Clock wires, drivers and flops:
(4 px per um)
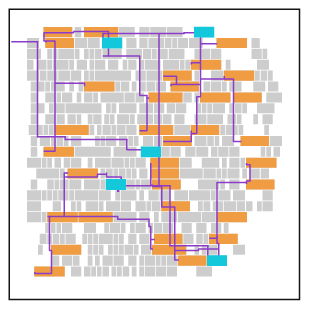
Routing congestion map:
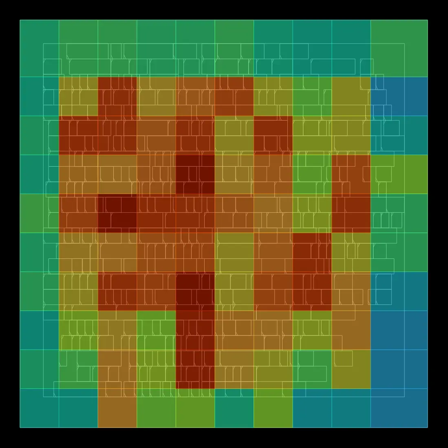
Signal metal coverage by tile:
(4 px per um) The die is cut into 14 by 14 equal tiles; dark purple is low, yellow is high, scaled to the fullest tile. Values are wire area over tile area, all layers added.
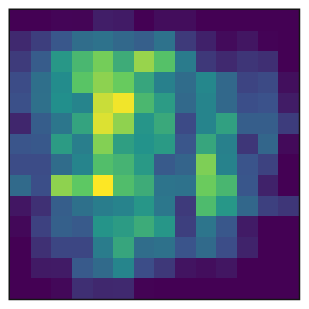
Routed metal, one color a layer:
(4 px per um)
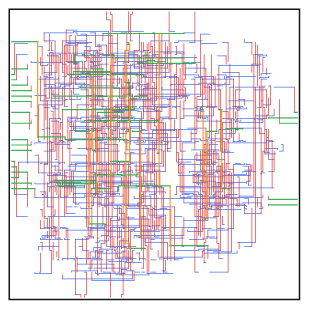
The metal 3 layer:
(4 px per um)
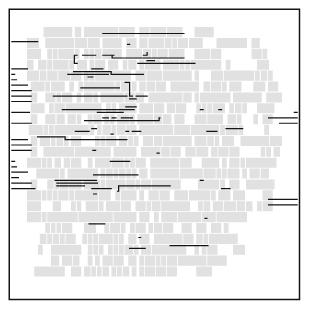
File: config.mk
export PLATFORM = sky130hd
export DESIGN_NAME = hazard_tracker
export DESIGN_NICKNAME = d
export VERILOG_FILES = /design/src/rtl/hazard_tracker_pkg.sv /design/src/rtl/hazard_tracker_classify.sv /design/src/rtl/hazard_tracker.sv
export SDC_FILE = /design/constraint.sdc
export NUM_CORES = 1
export LEC_CHECK = 0
export ABC_AREA = 1
export CORE_MARGIN = 4
export CORE_UTILIZATION = 47
export CTS_CLUSTER_SIZE = 20
export DETAILED_ROUTE_END_ITERATION = 6
export GPL_ROUTABILITY_DRIVEN = 0
export PLACE_DENSITY = 0.72
export SYNTH_ARGS = -nofsm -noshare
export SYNTH_HDL_FRONTEND = slang
export SYNTH_SLANG_ARGS = --single-unit
File: constraint.sdc
create_clock -name clk -period 1.7 [get_ports clk]
set_input_delay 0.425 -clock clk [delete_from_list [all_inputs] [get_ports clk]]
set_output_delay 0.425 -clock clk [all_outputs]
set_load 0.02 [all_outputs]
File: src/rtl/hazard_tracker_pkg.sv
`default_nettype none
// ============================================================================
// Module  : hazard_tracker_pkg
// Purpose : Shared constants for the pipeline hazard tracker: default widths,
//           link register, Tuse/Tnew values and forwarding select codes.
// Ports   : none (package)
// Revision: 1.0  initial release
// ============================================================================
package hazard_tracker_pkg;

    // Default geometry
    localparam int DEF_REG_W    = 5;
    localparam int DEF_TNEW_W   = 2;
    localparam int DEF_LINK_REG = 31;

    // Tuse: cycles (counted from D) until a source operand is consumed
    localparam int TUSE_NOW   = 0;   // branch/jump compare in D
    localparam int TUSE_ALU   = 1;   // consumed by ALU in E
    localparam int TUSE_STORE = 2;   // store data consumed in M
    localparam int TUSE_NEVER = 3;   // operand not read

    // Tnew: cycles (counted from E) until a result is available
    localparam int TNEW_READY = 0;   // jal link value ready in E
    localparam int TNEW_ALU   = 1;   // ALU result ready at M
    localparam int TNEW_LOAD  = 2;   // load data ready at W

    // D-stage forward selects
    localparam logic [1:0] FWD_D_GRF    = 2'd0;
    localparam logic [1:0] FWD_D_FROM_E = 2'd1;
    localparam logic [1:0] FWD_D_FROM_M = 2'd2;

    // E-stage forward selects
    localparam logic [1:0] FWD_E_PIPE   = 2'd0;
    localparam logic [1:0] FWD_E_FROM_M = 2'd1;
    localparam logic [1:0] FWD_E_FROM_W = 2'd2;

    // M-stage forward selects
    localparam logic FWD_M_PIPE   = 1'b0;
    localparam logic FWD_M_FROM_W = 1'b1;

endpackage : hazard_tracker_pkg
`default_nettype wire

File: src/rtl/hazard_tracker_classify.sv
`default_nettype none
// ============================================================================
// Module  : hazard_tracker_classify
// Purpose : Combinational decode of the D-stage instruction class into
//           operand use times, destination register and result latency.
// Ports   : i_is_*        one-hot instruction class bits (all zero = nop)
//           i_rs/i_rt/i_rd register fields
//           o_tuse_rs/rt  cycles until rs/rt are consumed (3 = never)
//           o_a3          destination register (0 = none)
//           o_tnew_e      cycles after E until the result exists
// Revision: 1.0  initial release
// ============================================================================
module hazard_tracker_classify
    import hazard_tracker_pkg::*;
#(
    parameter int REG_W    = DEF_REG_W,
    parameter int TNEW_W   = DEF_TNEW_W,
    parameter int LINK_REG = DEF_LINK_REG
) (
    input  logic              i_is_cali,
    input  logic              i_is_calr,
    input  logic              i_is_jal,
    input  logic              i_is_jr,
    input  logic              i_is_load,
    input  logic              i_is_store,
    input  logic              i_is_beq,
    input  logic [REG_W-1:0]  i_rs,
    input  logic [REG_W-1:0]  i_rt,
    input  logic [REG_W-1:0]  i_rd,
    output logic [TNEW_W-1:0] o_tuse_rs,
    output logic [TNEW_W-1:0] o_tuse_rt,
    output logic [REG_W-1:0]  o_a3,
    output logic [TNEW_W-1:0] o_tnew_e
);

    always_comb begin
        o_tuse_rs = TNEW_W'(TUSE_NEVER);
        if (i_is_jr || i_is_beq)
            o_tuse_rs = TNEW_W'(TUSE_NOW);
        else if (i_is_cali || i_is_calr || i_is_load || i_is_store)
            o_tuse_rs = TNEW_W'(TUSE_ALU);

        o_tuse_rt = TNEW_W'(TUSE_NEVER);
        if (i_is_beq)
            o_tuse_rt = TNEW_W'(TUSE_NOW);
        else if (i_is_calr)
            o_tuse_rt = TNEW_W'(TUSE_ALU);
        else if (i_is_store)
            o_tuse_rt = TNEW_W'(TUSE_STORE);

        o_a3 = '0;
        if (i_is_cali || i_is_load)
            o_a3 = i_rt;
        else if (i_is_calr)
            o_a3 = i_rd;
        else if (i_is_jal)
            o_a3 = REG_W'(LINK_REG);

        o_tnew_e = TNEW_W'(TNEW_READY);
        if (i_is_load)
            o_tnew_e = TNEW_W'(TNEW_LOAD);
        else if (i_is_cali || i_is_calr)
            o_tnew_e = TNEW_W'(TNEW_ALU);
    end

endmodule : hazard_tracker_classify
`default_nettype wire

File: src/rtl/hazard_tracker.sv
`default_nettype none
// ============================================================================
// Module  : hazard_tracker
// Purpose : Stall/forward controller for a 5-stage MIPS pipeline. Shadows the
//           E/M/W destination/latency state and produces a stall request and
//           forwarding selects for the D, E and M stages every cycle.
// Ports   : clk, reset             clock, synchronous active-high reset
//           D_is*                  one-hot D instruction class
//           D_rs, D_rt, D_rd       D register fields
//           stall                  hold F/D, insert bubble into E
//           fwd_D_rs/rt            0 GRF, 1 from E, 2 from M
//           fwd_E_rs/rt            0 pipe, 1 from M, 2 from W
//           fwd_M_rt               0 pipe, 1 from W
// Revision: 1.0  initial release
// ============================================================================
module hazard_tracker
    import hazard_tracker_pkg::*;
#(
    parameter int REG_W    = DEF_REG_W,
    parameter int TNEW_W   = DEF_TNEW_W,
    parameter int LINK_REG = DEF_LINK_REG
) (
    input  logic             clk,
    input  logic             reset,
    input  logic             D_isCali,
    input  logic             D_isCalr,
    input  logic             D_isJal,
    input  logic             D_isJr,
    input  logic             D_isLoad,
    input  logic             D_isStore,
    input  logic             D_isBeq,
    input  logic [REG_W-1:0] D_rs,
    input  logic [REG_W-1:0] D_rt,
    input  logic [REG_W-1:0] D_rd,
    output logic             stall,
    output logic [1:0]       fwd_D_rs,
    output logic [1:0]       fwd_D_rt,
    output logic [1:0]       fwd_E_rs,
    output logic [1:0]       fwd_E_rt,
    output logic             fwd_M_rt
);

    // D-stage decode
    logic [TNEW_W-1:0] w_tuse_rs;
    logic [TNEW_W-1:0] w_tuse_rt;
    logic [REG_W-1:0]  w_d_a3;
    logic [TNEW_W-1:0] w_d_tnew;

    hazard_tracker_classify #(
        .REG_W    (REG_W),
        .TNEW_W   (TNEW_W),
        .LINK_REG (LINK_REG)
    ) u_classify (
        .i_is_cali  (D_isCali),
        .i_is_calr  (D_isCalr),
        .i_is_jal   (D_isJal),
        .i_is_jr    (D_isJr),
        .i_is_load  (D_isLoad),
        .i_is_store (D_isStore),
        .i_is_beq   (D_isBeq),
        .i_rs       (D_rs),
        .i_rt       (D_rt),
        .i_rd       (D_rd),
        .o_tuse_rs  (w_tuse_rs),
        .o_tuse_rt  (w_tuse_rt),
        .o_a3       (w_d_a3),
        .o_tnew_e   (w_d_tnew)
    );

    // Shadow pipeline state
    logic [REG_W-1:0]  e_rs_q,   e_rs_d;
    logic [REG_W-1:0]  e_rt_q,   e_rt_d;
    logic [REG_W-1:0]  e_a3_q,   e_a3_d;
    logic [TNEW_W-1:0] e_tnew_q, e_tnew_d;
    logic [REG_W-1:0]  m_rt_q,   m_rt_d;
    logic [REG_W-1:0]  m_a3_q,   m_a3_d;
    logic [TNEW_W-1:0] m_tnew_q, m_tnew_d;
    logic [REG_W-1:0]  wb_a3_q,  wb_a3_d;

    // Non-zero source qualifiers: $0 never participates in hazards
    logic w_d_rs_nz, w_d_rt_nz, w_e_rs_nz, w_e_rt_nz, w_m_rt_nz;

    assign w_d_rs_nz = |D_rs;
    assign w_d_rt_nz = |D_rt;
    assign w_e_rs_nz = |e_rs_q;
    assign w_e_rt_nz = |e_rt_q;
    assign w_m_rt_nz = |m_rt_q;

    // Stall when a producer in E or M cannot deliver before the consumer needs it
    always_comb begin
        stall = 1'b0;
        if (w_d_rs_nz && (D_rs == e_a3_q) && (w_tuse_rs < e_tnew_q)) stall = 1'b1;
        if (w_d_rs_nz && (D_rs == m_a3_q) && (w_tuse_rs < m_tnew_q)) stall = 1'b1;
        if (w_d_rt_nz && (D_rt == e_a3_q) && (w_tuse_rt < e_tnew_q)) stall = 1'b1;
        if (w_d_rt_nz && (D_rt == m_a3_q) && (w_tuse_rt < m_tnew_q)) stall = 1'b1;
    end

    // Forwarding selects; nearer stage wins when both match
    always_comb begin
        fwd_D_rs = FWD_D_GRF;
        if (w_d_rs_nz && (D_rs == e_a3_q) && (e_tnew_q == '0))
            fwd_D_rs = FWD_D_FROM_E;
        else if (w_d_rs_nz && (D_rs == m_a3_q) && (m_tnew_q == '0))
            fwd_D_rs = FWD_D_FROM_M;

        fwd_D_rt = FWD_D_GRF;
        if (w_d_rt_nz && (D_rt == e_a3_q) && (e_tnew_q == '0))
            fwd_D_rt = FWD_D_FROM_E;
        else if (w_d_rt_nz && (D_rt == m_a3_q) && (m_tnew_q == '0))
            fwd_D_rt = FWD_D_FROM_M;

        fwd_E_rs = FWD_E_PIPE;
        if (w_e_rs_nz && (e_rs_q == m_a3_q) && (m_tnew_q == '0))
            fwd_E_rs = FWD_E_FROM_M;
        else if (w_e_rs_nz && (e_rs_q == wb_a3_q))
            fwd_E_rs = FWD_E_FROM_W;

        fwd_E_rt = FWD_E_PIPE;
        if (w_e_rt_nz && (e_rt_q == m_a3_q) && (m_tnew_q == '0))
            fwd_E_rt = FWD_E_FROM_M;
        else if (w_e_rt_nz && (e_rt_q == wb_a3_q))
            fwd_E_rt = FWD_E_FROM_W;

        fwd_M_rt = FWD_M_PIPE;
        if (w_m_rt_nz && (m_rt_q == wb_a3_q))
            fwd_M_rt = FWD_M_FROM_W;
    end

    // Next shadow state: a stall injects an all-zero bubble into E
    always_comb begin
        e_rs_d   = stall ? '0 : D_rs;
        e_rt_d   = stall ? '0 : D_rt;
        e_a3_d   = stall ? '0 : w_d_a3;
        e_tnew_d = stall ? '0 : w_d_tnew;
        m_rt_d   = e_rt_q;
        m_a3_d   = e_a3_q;
        m_tnew_d = (e_tnew_q == '0) ? '0 : e_tnew_q - 1'b1;
        wb_a3_d  = m_a3_q;
    end

    always_ff @(posedge clk) begin
        if (reset) begin
            e_rs_q   <= '0;
            e_rt_q   <= '0;
            e_a3_q   <= '0;
            e_tnew_q <= '0;
            m_rt_q   <= '0;
            m_a3_q   <= '0;
            m_tnew_q <= '0;
            wb_a3_q  <= '0;
        end else begin
            e_rs_q   <= e_rs_d;
            e_rt_q   <= e_rt_d;
            e_a3_q   <= e_a3_d;
            e_tnew_q <= e_tnew_d;
            m_rt_q   <= m_rt_d;
            m_a3_q   <= m_a3_d;
            m_tnew_q <= m_tnew_d;
            wb_a3_q  <= wb_a3_d;
        end
    end

endmodule : hazard_tracker
`default_nettype wire

==> job_summary.md <==
## Synthesis and layout report

| Metric | Value |
|---|---|
| Vias per cell | `5.13` |
| CP startpoint kind | `flip-flop` |
| Largest power group | `registers` |
| Post-cts sizing count | `between 150 and 200` |
| Cell count after synthesis | `around 290` |
| Setup TNS | `-1970 ps` |
| Worst hold path endpoint | `e_rs_q[0]` |
| Die height | `between 70 and 80 um` |
| # H-tree levels | `2` |
| RSZ-0062 raised after global routing | `yes` |
| Most common cell in the synthesized netlist | `nand2_1` |
| Share of post-route cells with drive strength above 1 | `52.2%` |
| Core Area | `0.00400 sq mm` |
| Worst path bufs/invs | `3` |
| Max Cap Violations | `0` |
| Fp_density | `48.4%` |
| Pin count of the biggest net entering global routing | `18` |
| Worst reg-to-reg setup slack | `60 ps` |
| N_taps | `approximately 50` |
| Starting DRT DRC Count | `138` |
| Clk. pwr | `0.640 mW` |
| Count of plain and timing-repair buffers | `101` |
| Reg2Reg Launch Point | `e_a3_q[0]` |
| Critical-path maximum fanout | `3` |
| Min-delay src | `D_rs[0]` |
| Area contributors post-synth | `dfxtp_1 (35%), nand2_1 (14%), nor2_1 (9.3%), xnor2_1 (7.2%), inv_1 (7.0%)` |
| Wl on met1 | `2390 um` |
| Top cell excl fill/tap | `buf_4` |
| Total gr overflow | `0` |
| Hold_ws | `between 400 and 500 ps` |
| Crit end category | `output port` |
| Clk pwr share | `about 29%` |
| Metal3 WL | `slightly above 400 um` |
| Die width | `72.2 um` |
| Met2 usage | `between 40% and 50%` |
| Synth Flop Type | `dfxtp_1` |
| Setup Buffers After CTS | `21` |
| Setup crit start | `m_tnew_q[1]` |
| Max incr delay on CP | `370 ps` |
| DRT Pass-1 Iters | `4` |
| Asr flop ratio synth | `0%` |
| Final instance area | `0.00315 sq mm` |
| Psw | `roughly 0.72 mW` |
| Worst-path clk slew | `80 ps` |
| Worst reg2reg endpoint | `e_rt_q[4]` |
| Fillers | `249` |
| Flops after synth | `34` |
| Max-slew violations | `0` |
| Area leader, netlist | `dfxtp_1` |
| Setup violations, final | `10` |
| Met1 usage | `25.0%` |
| Slowest CP cell | `dfxtp_4` |
| Placed inst area | `0.00265 sq mm` |
| Reg2Reg Depth | `12` |
| Yosys chip area | `around 0.0019 sq mm` |
| Power of the sequential group | `0.899 mW` |
| Hold-critical path depth | `3` |
| Mux area share | `0%` |
| Post-route DRC violation count | `0` |
| Yosys Instances | `286` |
| Syn. warnings | `0` |
| Clock buf/inv share | `2.90%` |
| DP Worst Slack | `-1000 ps` |
| Mapped cell area | `0.00194 sq mm` |
| Worst setup margin | `-275 ps` |
| CP required | `about 1300 ps` |
| Layout clock buffer count | `7` |
| WP data arrival | `1550 ps` |
| Post-layout total power | `2.23 mW` |
| Critical path type | `flip-flop to output port` |
| Flop count | `34` |
| Worst-skew pair later-pin latency | `300 ps` |
| Final period util | `116%` |
| XOR Share, Synth | `10.9%` |
| Setup crit end | `fwd_E_rt[1]` |
| Reg power frac | `40.3%` |
| I/O pin cnt | `34` |
| DP Cell Count | `409` |
| Distinct cell type count after synthesis | `32` |
| Compound Share, Synth | `6.79%` |
| Hold buffers post-CTS | `0` |
| Yosys simple share | `a little over a third` |
| Min Clock Period, post-route | `1980 ps` |
| Vias in the first global route | `2210` |
| IO Port Bufs | `33` |
| Post-synthesis net count | `around 310` |
| Switching share of power | `32.2%` |
| First-pass GRT wire length | `9650 um` |
| Ant. Diodes | `0` |
| Post-detail-place hpwl | `3650 um` |
| Power Dens Cells | `between 700 and 800 mW/mm^2` |
| Power Internal | `1.51 mW` |
| Slew margin rel. | `80.8%` |
| Status | `finished with violations` |
| Top-area cell share | `roughly a third` |
| Setup Skew | `6.51 ps` |
| Invs w/o clock | `41` |
| Synth Seq Share | `roughly a third` |
| Top cells by count | `nand2_1 (71), nor2_1 (48), inv_1 (36)` |
| CP Cell Sequence | `nor2_4 > inv_4 > buf_6 > a21oi_2 > nand3_2 > nor2_4 > nor2_1 > buf_4` |
| Die ar. | `between 0.005 and 0.006 sq mm` |
| Most frequent CP cell | `nor2_4` |
| Adder Share, Synth | `1.94%` |
| Fin cells | `439` |
| Hold Vio Cnt, Final | `0` |
| Register area | `718 sq um` |
| WL met2 | `3320 um` |
| Flop share of the area | `22.8%` |
| Tool warning count | `29` |
| Root buf cell | `clkbuf_8` |
| Syn_area_per_cell | `6.77 sq um` |
| Failing checks | `setup timing` |
| Area Growth Syn to Fin | `63.0%` |
| Largest class | `combinational gates` |
| Antenna violations before repair | `0` |
| Leakage power | `approximately 1.5 nW` |
-- 'clock wires, drivers and flops' (at the start) --
Key: cyan = clock-net drivers [count 5]; purple = clock wires [length 519 um]; orange = flip-flops [count 34]
There are 6 routed clock nets. Position of the flops: spread over the die.

-- 'routing congestion map' (at the start) --
GR peak layer: met2
GR Layer Usage met3: 5.82%
drt wl/cell: 14.6 um

-- 'signal metal coverage by tile' (at the start) --
The mean over all tiles is 0.21. The fullest tile reaches 0.67. The densest ninth of the die: center. 17% of the tiles are nearly empty. 23% of the tiles are over half the peak.
WL final: 6430 um
routed via count: 2250

-- 'routed metal, one color a layer' (at the start) --
Key: green = M3 [wire length 408 um]; blue = M1 [wire length 2390 um]; orange = M4 [wire length 316 um]; red = M2 [wire length 3320 um]
GRT Util Overall: 24.1%

-- 'the metal 3 layer' (at the start) --
The layer holds 6.4% of the routed length. 56 nets have wire on it. The layer carries 408 um of wire. The longest straight run is 20.2 um.

Power is estimated from default activity; no workload was simulated.
